**config.mk**
```make
export PLATFORM = sky130hd
export DESIGN_NAME = bcd_display_scan
export DESIGN_NICKNAME = d
export VERILOG_FILES = /design/src/rtl/bcd_display_scan.sv
export SDC_FILE = /design/constraint.sdc
export NUM_CORES = 1
export LEC_CHECK = 0
export CAP_MARGIN = 15
export CORE_MARGIN = 4
export CORE_UTILIZATION = 55
export DETAILED_ROUTE_END_ITERATION = 6
export PLACE_DENSITY = 0.78
export SLEW_MARGIN = 20
export SYNTH_ARGS = -nofsm -noshare
export SYNTH_HDL_FRONTEND = slang
export SYNTH_SLANG_ARGS = --single-unit
```
**constraint.sdc**
```tcl
create_clock -name clk -period 2.78 [get_ports clk]
set_clock_uncertainty 0.1 [all_clocks]
set_input_delay 0.556 -clock clk [delete_from_list [all_inputs] [get_ports clk]]
set_output_delay 0.556 -clock clk [all_outputs]
set_load 0.05 [all_outputs]
```
**src/rtl/bcd_display_scan.sv**
```systemverilog
// -----------------------------------------------------------------------------
// bcd_display_scan
//
// Multiplexed seven-segment driver. It sits directly after the binary-to-BCD
// converter.
//
// A load strobe captures the packed BCD word into a shadow register. The shadow
// is copied into the active register only at a scan-frame boundary, so no frame
// ever mixes old and new digits.
//
// The active digits are time-multiplexed onto a shared active-low segment bus,
// with one active-low anode enable per digit. Two display options:
//   - optional leading-zero blanking
//   - a dash for nibbles that are not decimal digits
//
// Parameters
//   DIGITS       number of BCD digits / anodes (4*DIGITS is the BCD word width)
//   REFRESH_DIV  clock cycles each digit stays lit (>= 2)
//
// Ports
//   clk          system clock, rising edge
//   rst          asynchronous reset, active-low
//   bcd_in       packed BCD, nibble k = bcd_in[4k+3:4k], digit 0 least significant
//   load         capture strobe for bcd_in (single-cycle or held)
//   blank_lz     1 = blank leading zeros (sampled every cycle)
//   seg          segments {g,f,e,d,c,b,a}, active-low, registered
//   an           anode enables, active-low, one-hot-low or all-high, registered
//   frame_start  one-cycle pulse when active is reloaded at a frame boundary
// -----------------------------------------------------------------------------
module bcd_display_scan #(
    parameter int DIGITS      = 4,
    parameter int REFRESH_DIV = 50000
) (
    input  logic                  clk,
    input  logic                  rst,
    input  logic [4*DIGITS-1:0]   bcd_in,
    input  logic                  load,
    input  logic                  blank_lz,
    output logic [6:0]            seg,
    output logic [DIGITS-1:0]     an,
    output logic                  frame_start
);

    localparam int CNT_W = (REFRESH_DIV > 1) ? $clog2(REFRESH_DIV) : 1;
    localparam int IDX_W = (DIGITS > 1) ? $clog2(DIGITS) : 1;

    localparam logic [CNT_W-1:0] CNT_LAST = CNT_W'(REFRESH_DIV - 1);
    localparam logic [IDX_W-1:0] IDX_LAST = IDX_W'(DIGITS - 1);

    localparam logic [6:0] SEG_OFF  = 7'h7F;
    localparam logic [6:0] SEG_DASH = 7'h3F;

    logic [4*DIGITS-1:0] shadow;
    logic [4*DIGITS-1:0] active;
    logic                pending;
    logic [CNT_W-1:0]    cnt;
    logic [IDX_W-1:0]    idx;

    logic                tick;
    logic                wrap;
    logic [6:0]          seg_next;
    logic [DIGITS-1:0]   an_next;

    assign tick = (cnt == CNT_LAST);
    assign wrap = tick && (idx == IDX_LAST);

    // Refresh timer and digit index.
    always_ff @(posedge clk or negedge rst) begin
        if (!rst) begin
            cnt <= '0;
            idx <= '0;
        end else if (tick) begin
            cnt <= '0;
            idx <= (idx == IDX_LAST) ? '0 : idx + 1'b1;
        end else begin
            cnt <= cnt + 1'b1;
        end
    end

    // Shadow capture and frame-synchronous transfer into active.
    // A load landing in the wrap cycle is applied to that same boundary, so
    // pending ends at 0 rather than being re-armed.
    always_ff @(posedge clk or negedge rst) begin
        if (!rst) begin
            shadow      <= '0;
            active      <= '0;
            pending     <= 1'b0;
            frame_start <= 1'b0;
        end else begin
            if (load) begin
                shadow <= bcd_in;
            end
            if (wrap && (pending || load)) begin
                active      <= load ? bcd_in : shadow;
                pending     <= 1'b0;
                frame_start <= 1'b1;
            end else begin
                frame_start <= 1'b0;
                if (load) begin
                    pending <= 1'b1;
                end
            end
        end
    end

    // Digit decode from the current index and active word.
    always_comb begin
        logic [3:0] nib;
        logic       zero_above;

        nib        = 4'd0;
        zero_above = 1'b1;
        seg_next   = SEG_OFF;
        an_next    = '1;

        for (int k = 0; k < DIGITS; k++) begin
            if (IDX_W'(k) == idx) begin
                nib = active[4*k +: 4];
            end
            // Leading-zero test: every nibble at or above idx must be zero.
            if ((IDX_W'(k) >= idx) && (active[4*k +: 4] != 4'd0)) begin
                zero_above = 1'b0;
            end
        end

        case (nib)
            4'd0:    seg_next = 7'h40;
            4'd1:    seg_next = 7'h79;
            4'd2:    seg_next = 7'h24;
            4'd3:    seg_next = 7'h30;
            4'd4:    seg_next = 7'h19;
            4'd5:    seg_next = 7'h12;
            4'd6:    seg_next = 7'h02;
            4'd7:    seg_next = 7'h78;
            4'd8:    seg_next = 7'h00;
            4'd9:    seg_next = 7'h10;
            default: seg_next = SEG_DASH;
        endcase

        // Digit 0 is never blanked, so a zero value still shows "0".
        if (blank_lz && (idx != '0) && zero_above) begin
            seg_next = SEG_OFF;
            an_next  = '1;
        end else begin
            an_next[idx] = 1'b0;
        end
    end

    // Registered outputs: one cycle behind idx/active.
    always_ff @(posedge clk or negedge rst) begin
        if (!rst) begin
            seg <= SEG_OFF;
            an  <= '1;
        end else begin
            seg <= seg_next;
            an  <= an_next;
        end
    end

endmodule

```
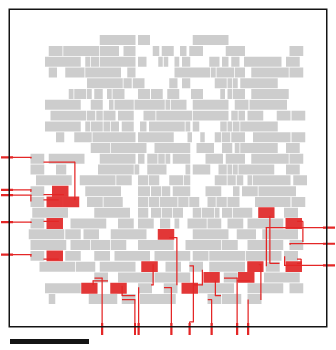
run_1/port_trees.png
Bar = 20 µm.
legend:
  bcd_in:
    colour: red
    direction: input
    edge: 8 bottom, 5 left, 3 right
    end_cells: 16
    buffers: 16
    wire: 271 µm
PortBufs: 31
io pins: 32

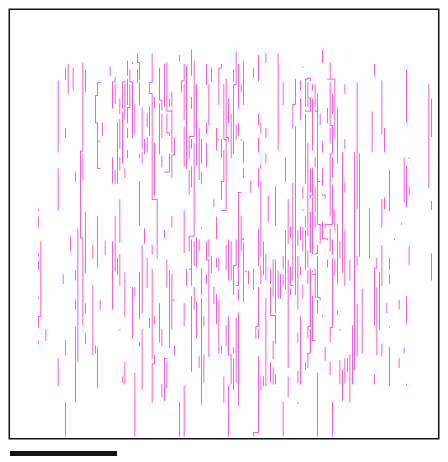
run_1/m2.png
Bar = 20 µm.
share of all routed wire: 47%
longest straight run: 40.5 µm
met2 Resource Use GR: 27.9%
via count: 1827
WL final: 5.03 mm

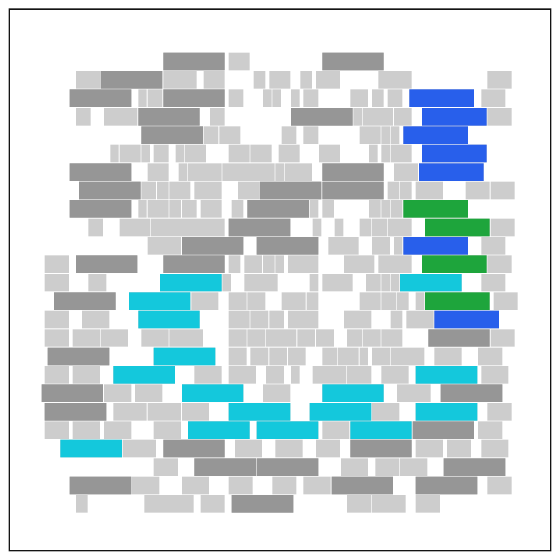
run_1/ff_map.png
Other sequential cells in the stronger grey, the rest of the logic in the fainter grey.
legend:
  seg:
    colour: blue
    sequential_cells: 7
  active:
    colour: cyan
    sequential_cells: 16
  an:
    colour: green
    sequential_cells: 4
    where: right middle
not coloured: 36
flop share of the area: 46.3%
sequential logic power: 0.000946 W
Layout Utilization: 70.9%
Sequential Area: 0.00159 mm²

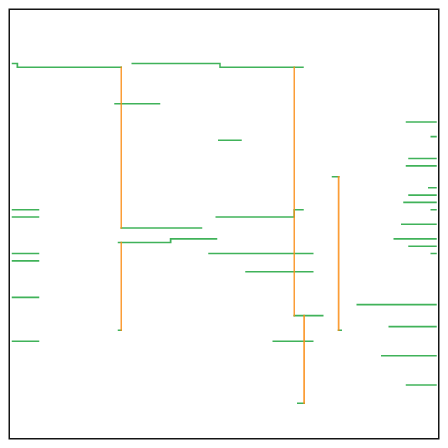
run_1/layers.png
Only two layers are drawn.
legend:
  M4:
    colour: orange
    wire_length: 137 µm
  M3:
    colour: green
    wire_length: 281 µm
GRT Overall Usage: 18.5%
Wirelength per Cell: 15.2 µm

==> results_slide.txt, run 1 <==
Key Metrics from the Run

Clocking
  • CTS tree: yes
  • Clock root buffer: clkbuf_8
  • Clock sink total: 63
  • Post-CTS sizing: 0
  • Longest Clk Path Bufs: 2
  • Postcts setup bufs: 0

Global routing
  • Total grt overflow: 0
  • GR Util met3: 5.42%
  • Vias in the first global route: approximately 1800
  • Initial antenna violation count: 0

Synthesis
  • Post-synth top area cell: dfrtp_1
  • Cells after Synth: roughly 220
  • Sequential area share after synthesis: between 50 and 60%
  • XOR Share, Synth: roughly 3.7%
  • Synth warn: 0
  • Netlist cell types: about 45
  • Syn Nets: about 250
  • Simple Share, Synth: approximately 14%
  • Adders+Majority by Area: around 3.1%
  • Top cells by area: dfrtp_1 46%, dfstp_2 10%, mux2_2 9.2%
  • Mux area share: between 10% and 20%
  • Post-synth EDFFs: 0
  • Post-Synthesis Cell Area: 0.00283 mm²
  • Top logic family: multiplexers

Floorplan
  • Chip area: 0.00635 mm²
  • Die width: 79.7 µm
  • Tap Count: between 60 and 70
  • Core ar.: 0.00485 mm²
  • Cell Rows: 25

STA
  • Setup TNS: 0 ns
  • Unrepaired setup endpoints after global routing: no
  • # setup viols final: 0
  • Worst-Margin Slew: 0.698 ns
  • Period utilisation layout: between 80% and 90%
  • Hold slack: ~0.16 ns
  • Slew margin rel.: 53.5%
  • Final min period: around 2.3 ns
  • Final Hold Viols: 0

Finish
  • Logic share of the area: about 34%
  • Final Instance Count excl. Fillers: 331
  • Inverter count: 9
  • Repair and plain buffers: 35
  • Flop count: between 60 and 70
  • Signal buf overhead: between 10% and 20%
  • Leading cell kind: registers
  • Clock Buffer Count: 14
  • Clock-cell share of area: 6.63%
  • Top Layout Cells: 52 x dfrtp_1, 30 x clkdlybuf4s50_1, 23 x mux2_2, 14 x clkbuf_8, 11 x dfstp_2
  • Biggest regs: active (16), cnt (16), shadow (16)
  • Comb. cell area: 0.00115 mm²
  • Area grow syn2layout: 21.6%

Critical path
  • CP startpoint: cnt[5]$_DFF_PN0_
  • Critical Path RT: a little under 3 ns
  • R2R setup slack: ~0.46 ns
  • Crit Path Max Fanout: 17
  • Cell depth of the worst flop-to-flop path: 5
  • Critical path endpoint: active[11]$_DFFE_PN0P_
  • WS Path Type: flip-flop to flip-flop

Status
  • Run status: finished clean

Flow run
  • Max-cap violation count: 0
  • Log Warnings: 30

Pwr
  • Pleak: roughly 1.6 nW
  • Pwr dens: about 550 mW/mm²

Routing
  • Met2 wire len: around 2.4 mm
  • Final ANT Viol Nets: 0
  • Met3 wire len: 281 µm

Place
  • Post-DP HPWL: between 3 and 4 mm
==> run 1: power by group <==
part | internal (W) | switching (W) | leakage (nW)
combinational | 0.0000476 | 0.0000370 | 0.680
sequential | 0.000941 | 0.00000542 | 0.785
clock | 0.000535 | 0.000327 | 0.119
==> run 1: worst max-delay path, cell delays in order (launching register included) <==
cell,delay (ns)
dfrtp_1,0.41
or4b_4,0.55
nor4_4,0.31
and3b_1,0.19
buf_4,0.25
mux2_1,0.38
==> run 1: cell usage after synthesis (all sizes together) (3+ instances only) <==
library cell	count
dfrtp	52
mux2	32
dfstp	11
nor2	10
inv	9
nand2	9
o21ai	8
xor2	8
clkbuf	7
ha	7
nand4	6
a211oi	5
nand3	5
and3	4
nand3b	4
nor2b	4
nor3b	4
xnor2	4
and4	3
mux2i	3
--- run 2 (diff from run 1) ---
--- a/config.mk
+++ b/config.mk
@@ -7,9 +7,9 @@
 export LEC_CHECK = 0
 export CAP_MARGIN = 15
 export CORE_MARGIN = 4
-export CORE_UTILIZATION = 55
+export CORE_UTILIZATION = 50
 export DETAILED_ROUTE_END_ITERATION = 6
-export PLACE_DENSITY = 0.78
+export PLACE_DENSITY = 0.75
 export SLEW_MARGIN = 20
 export SYNTH_ARGS = -nofsm -noshare
 export SYNTH_HDL_FRONTEND = slang
==> constraint.sdc (replaced) <==
create_clock -name clk -period 2 [get_ports clk]
set_clock_uncertainty 0.1 [all_clocks]
set_input_delay 0.4 -clock clk [delete_from_list [all_inputs] [get_ports clk]]
set_output_delay 0.4 -clock clk [all_outputs]
set_load 0.05 [all_outputs]
==> results_slide.txt, run 2 <==
Key Metrics from the Run

Critical path
  • WS Path Type: flip-flop to flip-flop
  • Slowest CP cell: or4bb_1
  • Critical Path RT: between 2 and 2.5 ns
  • CP startpoint: cnt[13]$_DFF_PN0_
  • Max incr delay on CP: ~0.55 ns
  • Cell depth of the worst flop-to-flop path: 5
  • Critical path endpoint: active[11]$_DFFE_PN0P_
  • R2R setup slack: -0.17 ns
  • CP Cell Sequence: or4bb_1, nor4_4, and3b_2, buf_12, mux2_1
  • Worst path top cell family by delay: simple AND/OR/NAND/NOR gates
  • WP buf/inv: 1

Pwr
  • Max power group: registers
  • Pwr dens: between 600 and 700 mW/mm²
  • Comb pwr share: about 5.3%
  • Sequential logic power: about 0.0013 W
  • Switching share of power: a little over a fifth
  • Comb power: about 0.00013 W
  • Clk pwr share: 38.2%
  • Int Pwr: 0.00183 W
  • Switching pwr: approximately 0.00050 W

Place
  • PortBufs: 31

Clocking
  • CTS tree: yes
  • Clock sink total: ~63
  • Clock root buffer: clkbuf_8
  • Post-CTS sizing: 9
  • Longest Clk Path Bufs: 2

STA
  • Final min period: around 2.2 ns
  • Worst setup margin: -0.165 ns
  • Hold slack: slightly below 0.4 ns
  • Worst-Margin Slew: 0.487 ns
  • Period utilisation layout: 108%
  • Slew margin rel.: between 60% and 70%
  • # setup viols final: 17

Routing
  • Wirelength per Cell: ~15 µm
  • Final ANT Viol Nets: 0

Status
  • Run status: complete, but fails checks
  • Failing checks: setup timing

Floorplan
  • Cell Rows: 27
  • Die width: around 83 µm

Synthesis
  • Syn Nets: about 250
  • Cells after Synth: around 220
  • Netlist cell types: 45
  • Most instantiated library cell after synthesis: dfrtp_1
  • Post-Synthesis Cell Area: 0.00283 mm²
  • Synth warn: 0

Finish
  • Clock-cell share of area: between 3 and 4%
  • Clock Buffer Count: 15
  • Leading cell kind: registers
  • Final Instance Count excl. Fillers: about 380
  • Comb. cell area: approximately 0.0013 mm²
  • Repair and plain buffers: just under 80
  • Top Layout Cells: 51 x dfrtp_1, 49 x buf_4, 22 x mux2_2, 19 x clkdlybuf4s50_1, 11 x dfstp_2

Global routing
  • Vias in the first global route: roughly 2000
  • Total grt overflow: 0
  • Initial antenna violation count: 0
run 2: worst reg2reg max path, delay by kind of cell, from the launching register on:
kind | cells | cell delay [ns]
buffers and inverters | 1 | 0.16
flip-flops | 1 | 0.37
multiplexers | 1 | 0.34
AND/OR/NAND/NOR | 3 | 1.08
run 2: cells by family (layout without fill, tap and decap cells):
group                    Yosys count  count (layout)  share of synthesized area, %
adder cells (fa/ha/maj)            7               7                          3.10
XOR/XNOR                          12              12                          3.72
flip-flops                        63              63                          56.3
AND/OR/NAND/NOR                   62              62                          13.8
multiplexers                      35              35                          13.8
buffers and inverters             18             103                          2.92
AND-OR/OR-AND                     25              25                          6.38
run 2: layer usage:
metal,part of all wire [%],GRT usage (%)
met3,4.0,5.95
met5,0,0
met2,50,26.0
met1,44,21.8
met4,2.0,7.73
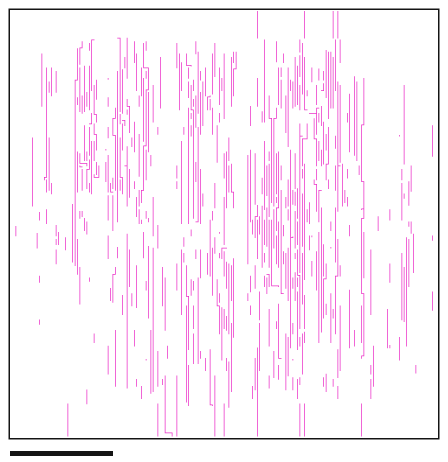
run_2/m2.png
Bar = 20 µm.
WL final: 5.70 mm
via count: 1991

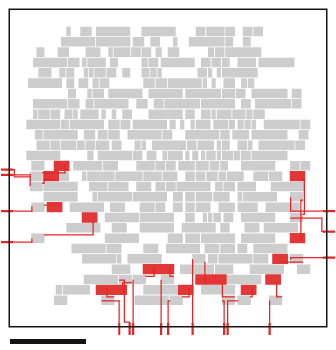
run_2/port_trees.png
Bar = 20 µm.
legend:
  bcd_in:
    colour: red
    direction: input
    edge: 9 bottom, 4 left, 3 right
    end_cells: 16
    buffers: 16
    wire: 256 µm

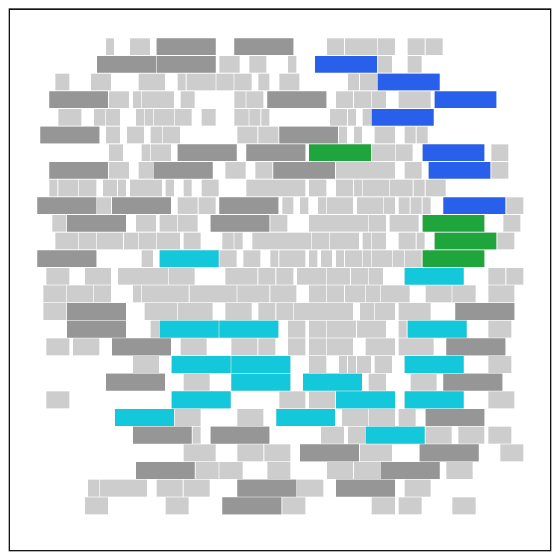
run_2/ff_map.png
Other sequential cells in the stronger grey, the rest of the logic in the fainter grey.
Layout Utilization: 69.2%
flop share of the area: 41.8%
Sequential Area: 0.00159 mm²

run_2/placed.png
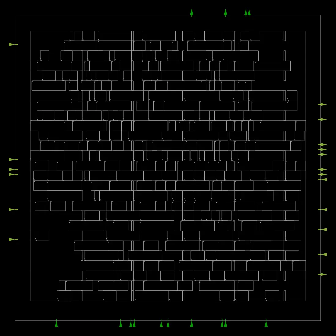

--- run 3 (diff from run 2) ---
--- a/config.mk
+++ b/config.mk
@@ -8,8 +8,9 @@
 export CAP_MARGIN = 15
 export CORE_MARGIN = 4
 export CORE_UTILIZATION = 50
+export CTS_CLUSTER_DIAMETER = 120
 export DETAILED_ROUTE_END_ITERATION = 6
-export PLACE_DENSITY = 0.75
+export PLACE_DENSITY = 0.8
 export SLEW_MARGIN = 20
 export SYNTH_ARGS = -nofsm -noshare
 export SYNTH_HDL_FRONTEND = slang
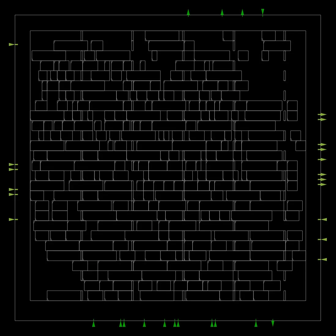
run_3/placed.png
Layout Utilization: 72.7%
# fillers: 356
Final Instance Count excl. Fillers: 374

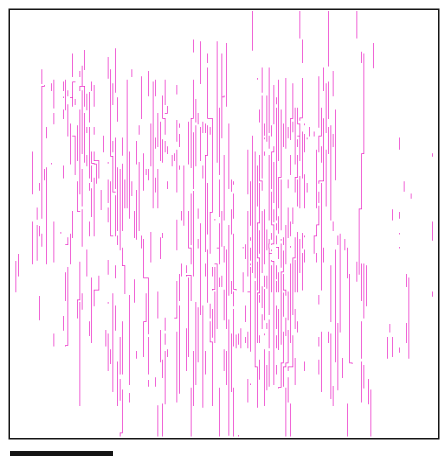
run_3/m2.png
Bar = 20 µm.
main direction: vertical
share of all routed wire: 49%
longest straight run: 26.5 µm
nets with wire on the layer: 281
wire length on this layer: 3000 µm
WL final: 6.15 mm
via count: 2050
met2 Resource Use GR: 27.3%

==> results_slide.txt, run 3 <==
Key Metrics from the Run

Pwr
  • Sequential logic power: 0.00131 W
  • Switching pwr: 0.000568 W
  • Switching share of power: around a fifth
  • Comb power: about 0.00012 W
  • Clk pwr share: a little over half
  • Pwr dens: between 700 and 800 mW/mm²
  • Comb pwr share: 4.0%
  • Pleak: between 1.5 and 2 nW
  • Sequential share of power: a little over two fifths
  • Int Pwr: about 0.0025 W
  • Clock-net power: between 0.0015 and 0.002 W

Critical path
  • Critical path endpoint: active[8]$_DFFE_PN0P_
  • Critical Path RT: ~2.1 ns
  • Max incr delay on CP: ~0.54 ns
  • CP startpoint: cnt[12]$_DFF_PN0_
  • Worst path top cell family by delay: simple AND/OR/NAND/NOR gates
  • CP Cell Sequence: or4bb_1, nor4_4, and3b_2, buf_12, mux2_1
  • WS Path Type: flip-flop to flip-flop
  • Cell depth of the worst flop-to-flop path: 5
  • Slowest CP cell: or4bb_1
  • R2R setup slack: -0.15 ns
  • WP buf/inv: 1
  • Levels on crit path: 5
  • Crit Path Max Fanout: 17

Routing
  • DR top layer: met4
  • Met2 wire len: 3.00 mm
  • Met3 wire len: around 300 µm
  • Final ANT Viol Nets: 0
  • Wirelength per Cell: around 16 µm
  • Met1 wire length: about 2.6 mm

Finish
  • Signal buf overhead: 17.0%
  • Inverter count: 9
  • Repair and plain buffers: between 70 and 80
  • Area grow syn2layout: 41.7%
  • Biggest regs: active (16), cnt (16), shadow (16)
  • Final net count: 324
  • Sequential Area: between 0.0015 and 0.002 mm²
  • Top Layout Cells: 51 x dfrtp_1, 39 x buf_4, 23 x mux2_2, 18 x clkdlybuf4s50_1, 11 x dfstp_2
  • Flop count: between 60 and 70
  • Logic share of the area: 32.8%
  • Comb. cell area: 0.00132 mm²
  • Leading cell kind: registers
  • Clock-cell share of area: around 7.3%
  • Clock Buffer Count: 9

Global routing
  • GRT Overall Usage: about 17%
  • GRT busiest layer: met2
  • Met1 Use GR: a little over a fifth
  • Total grt overflow: 0
  • Initial antenna violation count: 0

STA
  • # setup viols final: 17
  • Worst-Margin Slew: around 0.5 ns
  • Slew margin rel.: around two thirds
  • Final min period: roughly 2.2 ns
  • Max Fclk: 464 MHz
  • Final Hold Viols: 0
  • Period utilisation layout: 108%
  • Worst setup margin: -0.154 ns
  • Hold slack: ~0.39 ns
  • Setup TNS: -2.44 ns

Synthesis
  • Sequential area share after synthesis: between 50% and 60%
  • Synth top cells by count: 52 x dfrtp_1, 23 x mux2_2, 11 x dfstp_2
  • Cells after Synth: between 200 and 250
  • Post-Synthesis Cell Area: roughly 0.0028 mm²
  • Top cells by area: dfrtp_1 46%, dfstp_2 10%, mux2_2 9.2%
  • Most instantiated library cell after synthesis: dfrtp_1
  • Synth warn: 0
  • Syn Nets: between 200 and 250
  • Netlist cell types: between 40 and 50

Floorplan
  • Die width: 83.2 µm
  • Cell Rows: 27
  • Core ar.: 0.00551 mm²
  • Tap Count: a little over 70

Status
  • Run status: complete, but fails checks
  • Failing checks: setup timing

Place
  • PortBufs: 31
  • Post-DP HPWL: 3.63 mm

Clocking
  • Clock root buffer: clkbuf_8
  • Clock sink total: between 60 and 70

Hold path
  • Hold Path End: cnt[11]$_DFF_PN0_

Flow run
  • Log Warnings: 33
  • Max-cap violation count: 0
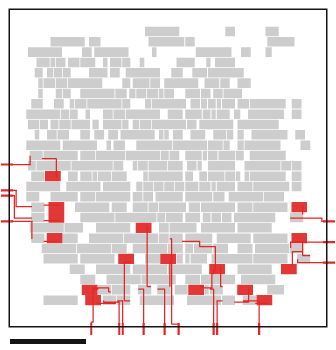
run_3/port_trees.png
Bar = 20 µm.
legend:
  bcd_in:
    colour: red
    direction: input
    edge: 9 bottom, 4 left, 3 right
    end_cells: 16
    buffers: 16
    wire: 295 µm

## run 3: cell count changes in the layout (fill, tap and decap cells not counted), sizes merged
cell,previous run,this run
buf,58,52
clkbuf,15,9
bufinv,0,5
a221o,2,3
clkdlybuf4s50,19,18
dlymetal6s2s,0,1
inv,9,10
## run 3: logic make-up after synthesis
kind of cell | synth area share, %
mux | 13.8
xor+xnor | 3.72
fa+ha+maj | 3.10
flops | 56.3
simple gates | 13.8
compound gates | 6.38
buf+inv | 2.92
## run 3: timing repair
item / in CTS / in global routing
hold buffers: 1 / 0
endpoints found under the hold margin: 52 / 0
resized: 11 / 38
gates cloned: 0 / 1
buffers inserted: 1 / 12
pin swaps: 2 / 16
endpoints found under the setup margin: 21 / 23
No activity file was given, so power comes from the tool's default toggle rates.
